**Run 1: signal wires on met1**

Cells faint in the background.
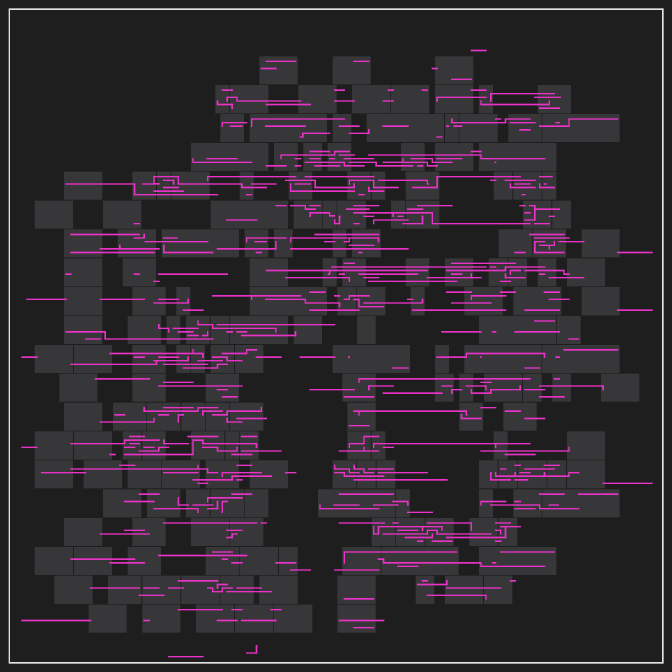
**Run 1: M2 wires**

Bar = 20 um.
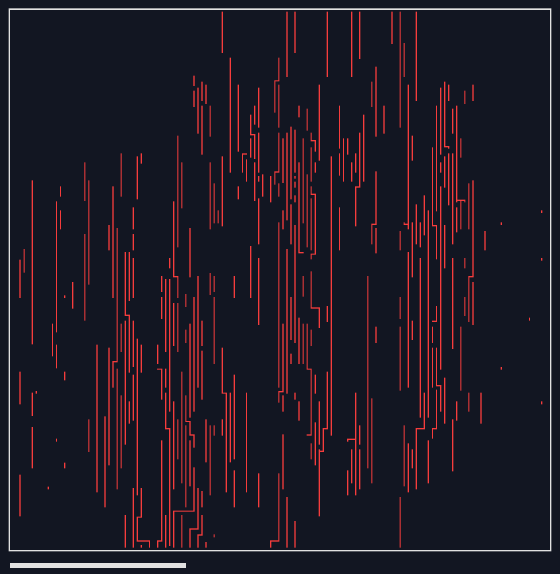
**Run 1: M3 wires**

Bar = 20 um.
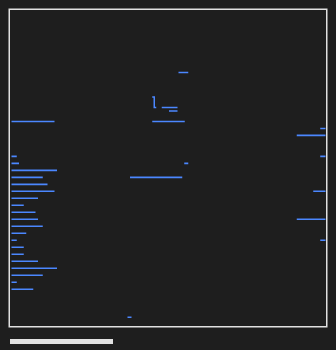
**Run 1: wiring heat map**

Bar = 20 um. The die is cut into 12 by 12 equal tiles; dark purple is low, yellow is high, scaled to the fullest tile. Values are wire area over tile area, all layers added.
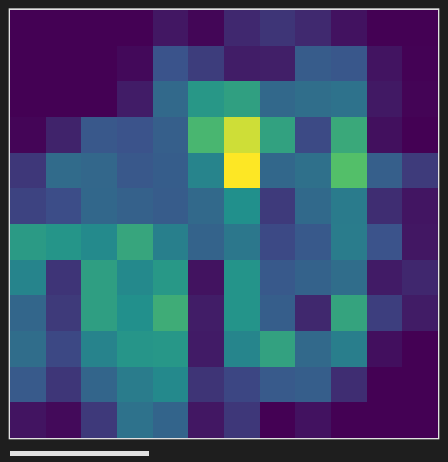
--- src/rtl/hazard_unit_multi.sv ---
// Load-use / branch-in-ID hazard detector with multi-cycle load penalty,
// external freeze and a saturating stall-cycle counter.
module hazard_unit_multi #(
  parameter int REG_W        = 5,
  parameter int INSTR_W      = 32,
  parameter int LOAD_STALL   = 1,
  parameter int BRANCH_IN_ID = 1,
  parameter int ZERO_EXEMPT  = 1,
  parameter int CNT_W        = 16
) (
  input  logic               clk_i,
  input  logic               rst_i,
  input  logic [INSTR_W-1:0] instr_i,
  input  logic               id_uses_rs_i,
  input  logic               id_uses_rt_i,
  input  logic               id_branch_i,
  input  logic               branch_taken_i,
  input  logic               IDEX_MemRead_i,
  input  logic               IDEX_RegWrite_i,
  input  logic [REG_W-1:0]   IDEX_RegisterRd_i,
  input  logic               EXMEM_MemRead_i,
  input  logic [REG_W-1:0]   EXMEM_RegisterRd_i,
  input  logic               freeze_i,
  output logic               PCWrite_o,
  output logic               IFIDWrite_o,
  output logic               MUX8_o,
  output logic               IFIDFlush_o,
  output logic               stall_o,
  output logic [CNT_W-1:0]   stall_cnt_o
);

  typedef enum logic [1:0] {
    S_IDLE   = 2'd0,
    S_STALL  = 2'd1,
    S_FREEZE = 2'd2
  } state_e;

  state_e           state_q, state_d;
  logic [3:0]       rem_q, rem_d;
  logic [CNT_W-1:0] cnt_q, cnt_d;

  logic [REG_W-1:0] rs, rt;
  logic             hz_idex, hz_exmem, load_hz, br_hz;
  logic             stall, freeze, any_stall;

  function automatic logic match(input logic [REG_W-1:0] r,
                                 input logic [REG_W-1:0] src,
                                 input logic             use_en);
    match = (r == src) && use_en &&
            !((ZERO_EXEMPT != 0) && (r == {REG_W{1'b0}}));
  endfunction

  assign rs = instr_i[INSTR_W-7 -: REG_W];
  assign rt = instr_i[INSTR_W-12 -: REG_W];

  assign hz_idex  = match(IDEX_RegisterRd_i, rs, id_uses_rs_i) ||
                    match(IDEX_RegisterRd_i, rt, id_uses_rt_i);
  assign hz_exmem = match(EXMEM_RegisterRd_i, rs, id_uses_rs_i) ||
                    match(EXMEM_RegisterRd_i, rt, id_uses_rt_i);
  assign load_hz  = IDEX_MemRead_i && hz_idex;
  assign br_hz    = (BRANCH_IN_ID != 0) && id_branch_i &&
                    ((IDEX_RegWrite_i && hz_idex) || (EXMEM_MemRead_i && hz_exmem));

  // Next-state and stall/freeze decision; FREEZE with freeze_i low behaves as IDLE.
  always_comb begin
    state_d = state_q;
    rem_d   = rem_q;
    stall   = 1'b0;
    freeze  = 1'b0;
    case (state_q)
      S_IDLE, S_FREEZE: begin
        if (freeze_i) begin
          freeze  = 1'b1;
          state_d = S_FREEZE;
        end else if (load_hz) begin
          stall = 1'b1;
          if (LOAD_STALL > 1) begin
            state_d = S_STALL;
            rem_d   = 4'(LOAD_STALL - 1);
          end else begin
            state_d = S_IDLE;
          end
        end else if (br_hz) begin
          stall   = 1'b1;
          state_d = S_IDLE;
        end else begin
          state_d = S_IDLE;
        end
      end
      S_STALL: begin
        if (freeze_i) begin
          freeze = 1'b1;
        end else begin
          stall = 1'b1;
          if (rem_q == 4'd1) begin
            state_d = S_IDLE;
            rem_d   = 4'd0;
          end else begin
            rem_d = rem_q - 4'd1;
          end
        end
      end
      default: begin
        state_d = S_IDLE;
        rem_d   = 4'd0;
      end
    endcase
    if (!rst_i) begin
      stall  = 1'b0;
      freeze = 1'b0;
    end else begin
      stall  = stall;
      freeze = freeze;
    end
  end

  assign any_stall   = stall || freeze;
  assign PCWrite_o   = !any_stall;
  assign IFIDWrite_o = !any_stall;
  assign MUX8_o      = stall;
  assign stall_o     = any_stall;
  assign IFIDFlush_o = rst_i && branch_taken_i && !any_stall;
  assign stall_cnt_o = cnt_q;

  // Saturating stall-cycle counter.
  always_comb begin
    cnt_d = cnt_q;
    if (any_stall && (cnt_q != {CNT_W{1'b1}})) begin
      cnt_d = cnt_q + {{(CNT_W-1){1'b0}}, 1'b1};
    end else begin
      cnt_d = cnt_q;
    end
  end

  // State registers with synchronous active-low reset.
  always_ff @(posedge clk_i) begin
    if (!rst_i) begin
      state_q <= S_IDLE;
      rem_q   <= 4'd0;
      cnt_q   <= {CNT_W{1'b0}};
    end else begin
      state_q <= state_d;
      rem_q   <= rem_d;
      cnt_q   <= cnt_d;
    end
  end

endmodule
--- config.mk ---
export PLATFORM = sky130hd
export DESIGN_NAME = hazard_unit_multi
export DESIGN_NICKNAME = d
export VERILOG_FILES = /design/src/rtl/hazard_unit_multi.sv
export SDC_FILE = /design/constraint.sdc
export NUM_CORES = 1
export LEC_CHECK = 0
export CORE_MARGIN = 2
export CORE_UTILIZATION = 35
export CTS_BUF_LIST = sky130_fd_sc_hd__clkbuf_2
export CTS_CLUSTER_DIAMETER = 40
export DETAILED_ROUTE_END_ITERATION = 8
export PLACE_DENSITY_LB_ADDON = 0.1
export SKIP_LAST_GASP = 1
export SYNTH_ARGS = -nofsm -noshare
export SYNTH_HDL_FRONTEND = slang
export SYNTH_SLANG_ARGS = --single-unit
--- constraint.sdc ---
create_clock -name clk_i -period 5.5 [get_ports clk_i]
set_input_delay 0.825 -clock clk_i [delete_from_list [all_inputs] [get_ports clk_i]]
set_output_delay 0.825 -clock clk_i [all_outputs]
set_load 0.03 [all_outputs]
==> impl_metrics.env, run 1 <==
# implementation run metrics
export IMPL_run_status="completed"
export IMPL_worst_pin_slew_ps=882.7
export IMPL_setup_violations_final=0
export IMPL_hold_path_class="flip-flop to flip-flop"
export IMPL_syn_inst=142
export IMPL_die_height_um=61.44
export IMPL_fill_cells=322
export IMPL_wl_per_cell_um=13.10
export IMPL_areaGrowthSynthToFinish_pct=45.72
export IMPL_p_leak_nw=0.5095
export IMPL_root_buffer="clkbuf_2"
export IMPL_final_clk_cell_share_pct=1.115
export IMPL_postCtsHoldBufs=0
export IMPL_p_switching_mw=0.07138
export IMPL_logic_area_um2=769.5
export IMPL_yosys_cell_types_count=38
export IMPL_fin_ws_ps=1250
export IMPL_async_flop_share_pct=0
export IMPL_fp_nets=195
export IMPL_final_common_cell="clkdlybuf4s50_1"
export IMPL_drtAntennaViolNets=0
export IMPL_fin_skew_ps=11.23
export IMPL_cp_top_family="buffers and inverters"
export IMPL_holdPathEnd="stall_cnt_o[15]"
export IMPL_hp_start="stall_cnt_o[15]"
export IMPL_crit_top_cell="clkdlybuf4s50_1"
export IMPL_finalPower_mw=0.2430
export IMPL_io_pins=73
export IMPL_worstSetupPathType="input pin to primary output"
export IMPL_logic_gates=114
export IMPL_grt_ovfl_total=0
About 'signal wires on met1':
share of all routed wire	42%
longest straight run	16.1 um
wire length on this layer	1280 um
nets with wire on the layer	192
main direction	horizontal

About 'M2 wires':
wire length on this layer	1580 um
longest straight run	31.6 um
main direction	vertical
grt met2 use: 32.83%
Routed WL: 3039 um
via count: 1246

About 'M3 wires':
wire length on this layer	131 um
nets with wire on the layer	33
longest straight run	9.90 um
met3 Track Usage GR: 3.361%

About 'wiring heat map':
nearly empty tiles	17%
tiles over half the peak	15%
fullest tile	0.49
mean over tiles	0.13
emptiest ninth of the die	top left

==> run 1: cell families (layout without fill, tap and decap cells) <==
family | count (synthesis) | after routing | share of synthesized area, %
AND/OR/NAND/NOR | 57 | 57 | 27.95
AND-OR/OR-AND | 32 | 32 | 18.96
XOR/XNOR | 20 | 20 | 15.17
flip-flops | 16 | 16 | 27.74
buffers and inverters | 12 | 58 | 5.633
multiplexers | 4 | 4 | 3.467
adder cells (fa/ha/maj) | 1 | 1 | 1.083
==> run 1: power groups by stage <==
stage	clock, mW	sequential, mW	combinational, mW
final	0.0537	0.119	0.0704
after global placement	0	0.121	0.0693
after floorplan	0	0.124	0.0329
after CTS	0.0579	0.119	0.0708
after global routing	0.0641	0.119	0.0758
after detailed placement	0	0.121	0.0707
**Run 1: clock routing**

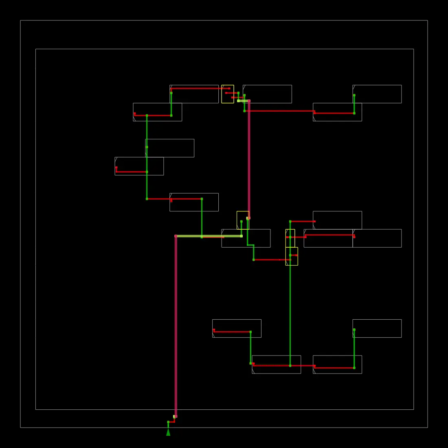

==> run 2, diff against run 1 <==
- clock period: 5.5 -> 4.4 ns (I/O delays scaled with it)
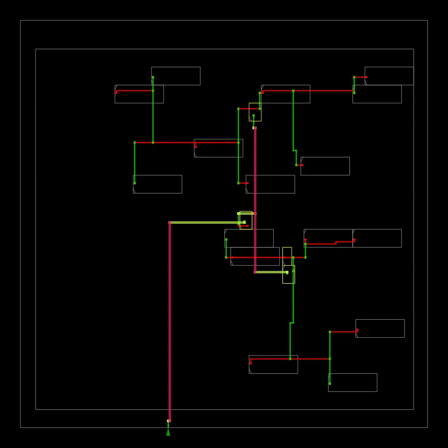
**Above:** run 2 (clock routing).
clk latency late pin: 310 ps
clock buffers: 3
Max Clock Skew: 15.48 ps

==> run 2 against run 1 <==
Largest cell class unchanged. Utilization grew 0.081 points. Clock-buffer cell count stayed put. Cell area up 0.15%.
==> impl_metrics.env, run 2 <==
# implementation run metrics
export IMPL_run_status="completed"
export IMPL_port_buffers=50
export IMPL_crit_top_cell="clkdlybuf4s50_1"
export IMPL_final_common_cell="clkdlybuf4s50_1"
export IMPL_finalPower_mw=0.3055
export IMPL_fp_nets=195
export IMPL_final_clk_cell_share_pct=1.114
export IMPL_p_leak_nw=0.5149
export IMPL_drtAntennaViolNets=0
export IMPL_grt_ovfl_total=0
export IMPL_use_met2_pct=33.28
export IMPL_rsz0062_at_grt="no"
export IMPL_areaGrowthSynthToFinish_pct=45.94
export IMPL_hold_path_class="flip-flop to flip-flop"
export IMPL_compound_area_share_pct=18.96
export IMPL_common_cells="xnor2_1 (20), dfxtp_1 (16), nand2_1 (16)"
export IMPL_ys_top_logic_family="simple AND/OR/NAND/NOR gates"
export IMPL_io_pins=73
export IMPL_nWellTaps=44
export IMPL_die_height_um=61.44
export IMPL_worst_pin_slew_ps=859.0
export IMPL_fin_ws_ps=740.7
export IMPL_yosys_cell_types_count=38
export IMPL_fa_ha_area_share_pct=1.083
export IMPL_mux_area_share_pct=3.467
export IMPL_powerDensity_mw_per_mm2=181.3
export IMPL_logic_area_um2=769.5
export IMPL_setup_violations_final=0
export IMPL_dp_cells=229
export IMPL_gr_usage_met3_pct=1.681
export IMPL_fill_cells=333
export IMPL_wl_per_cell_um=13.19
export IMPL_synth_simple_area_share_pct=27.95
export IMPL_grt_pass1_vias=1158
export IMPL_worstSetupPathType="input pin to primary output"
export IMPL_synth_area_mm2=0.001155
export IMPL_xor_share_pct=15.17
export IMPL_syn_inst=142
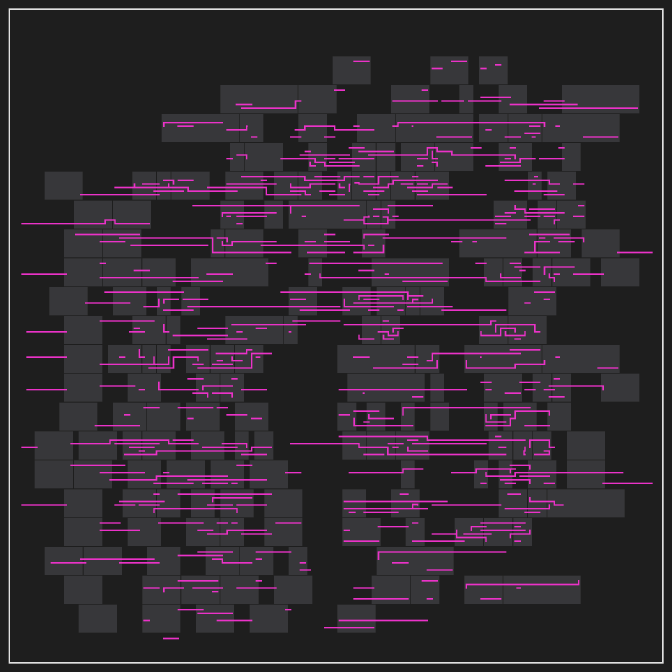
**Above:** run 2 (signal wires on met1).
Cells faint in the background.
wire length on this layer	1270 um
longest straight run	15.6 um
main direction	horizontal
share of all routed wire	41%
Routed WL: 3073 um
via count: 1255
met1 Resource Use GR: 19.77%

==> run 2: critical path, delay by kind of cell <==
family          cells  cell delay, ps
compound gates      2             560
buf+inv             2            1150
simple gates        2             630
==> run 2: final timing paths <==
path	start	end	slack [ps]	cells after the start
setup reg to reg	stall_cnt_o[4]	stall_cnt_o[5]	2100	6
hold / removal	stall_cnt_o[15]	stall_cnt_o[15]	500	2
hold reg to reg	stall_cnt_o[15]	stall_cnt_o[15]	500	2
setup / recovery	EXMEM_RegisterRd_i[0]	IFIDFlush_o	740	6
==> run 2: where the power goes <==
group / internal, mW / switching, mW / leakage [nW]
Sequential: 0.147 / 0.00197 / 0.129
Combinational: 0.0484 / 0.0397 / 0.372
Clock: 0.0197 / 0.0491 / 0.0140
Total: 0.215 / 0.0908 / 0.515
**Run 2: M3 wires**

Bar = 20 um.
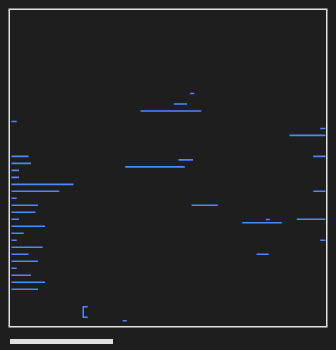

==> run 3, diff against run 2 <==
- CORE_UTILIZATION: 35 -> 34
- clock period: 4.4 -> 3.05 ns (I/O delays scaled with it)
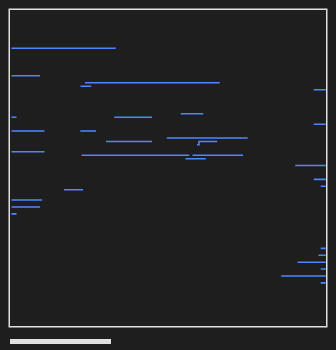
**Above:** run 3 (M3 wires).
Bar = 20 um.
nets with wire on the layer	26
longest straight run	26.2 um
wire length on this layer	188 um

==> run 3 against run 2 <==
Sequential power up 44%. Largest cell class unchanged. Synthesized area did not move. Final cell count rose by 2.1%. Sequential cell count did not move. Setup slack worse by 490 ps. Via count is 1.3% higher. Critical endpoint is now stall_o. Total power grew 43%. Routed wire length grew 9.5%.
==> impl_metrics.env, run 3 <==
# implementation run metrics
export IMPL_min_path_cells=2
export IMPL_ys_top_logic_family="simple AND/OR/NAND/NOR gates"
export IMPL_p_leak_nw=0.5429
export IMPL_common_cells="xnor2_1 (20), dfxtp_1 (16), nand2_1 (16)"
export IMPL_use_met2_pct=31.93
export IMPL_r2r_end="stall_cnt_o[12]"
export IMPL_run_status="completed"
export IMPL_top_power_group="sequential cells"
export IMPL_pg_seq_mw=0.214
export IMPL_setup_violations_final=0
export IMPL_areaGrowthSynthToFinish_pct=48.00
export IMPL_root_buffer="clkbuf_2"
export IMPL_clkLatencyLatePin_ps=280
export IMPL_syn_inst=142
export IMPL_holdPathEnd="stall_cnt_o[15]"
export IMPL_p_comb_share_pct=30.0
export IMPL_fin_skew_ps=0.9870
export IMPL_fa_ha_area_share_pct=1.083
export IMPL_power_frac_clock_pct=21.0
export IMPL_gr_usage_met3_pct=4.167
export IMPL_final_common_cell="clkdlybuf4s50_1"
export IMPL_switching_share_pct=29.25
export IMPL_mux_area_share_pct=3.467
export IMPL_vias=1271
export IMPL_drtAntennaViolNets=0
export IMPL_finalPower_mw=0.4378
export IMPL_die_height_um=62.28
export IMPL_xor_share_pct=15.17
export IMPL_p_int_mw=0.3097
export IMPL_grt_pass1_vias=1198
export IMPL_port_buffers=50
export IMPL_worst_pin_slew_ps=699.8
export IMPL_p_switching_mw=0.1280
export IMPL_startpoint="EXMEM_RegisterRd_i[0]"
export IMPL_io_pins=73
export IMPL_p_clk_mw=0.0918
export IMPL_fin_ws_ps=249.1
export IMPL_compound_area_share_pct=18.96
export IMPL_synth_simple_area_share_pct=27.95
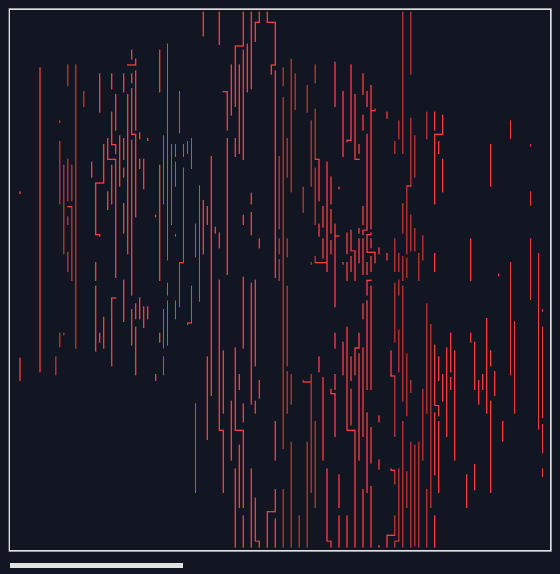
**Above:** run 3 (M2 wires).
Bar = 20 um.
wire length on this layer	1690 um
main direction	vertical

-- run 3: per-stage QoR --
step / instance area [um^2] / instances
floorplan: 1155 / 142
global placement: 1697 / 235
detailed placement: 1697 / 235
CTS: 1709 / 238
global route: 1709 / 238
finish: 1709 / 238
-- run 3: final cells by class --
cell class	instances	area [um^2]
clock buffers	3	15.01
repair buffers	56	535.5
flip-flops and latches	16	320.3
well taps	46	57.56
multi-input cells	114	769.5
inverters	3	11.26
fillers	330	1602
-- run 3: repair_timing --
item / 4_1_cts / 5_1_grt
gates resized: 2 / 0
endpoints found under the hold margin: 0 / 0
setup endpoints to repair: 2 / 0
-- run 3: critical path: stages --
cell and delay [ps]:
clkdlybuf4s50_1 430, or3_1 380, o311a_1 340, a221oi_2 290
nor2_1 80, dlygate4sd2_1 370
Power and IR drop assume default switching activity.
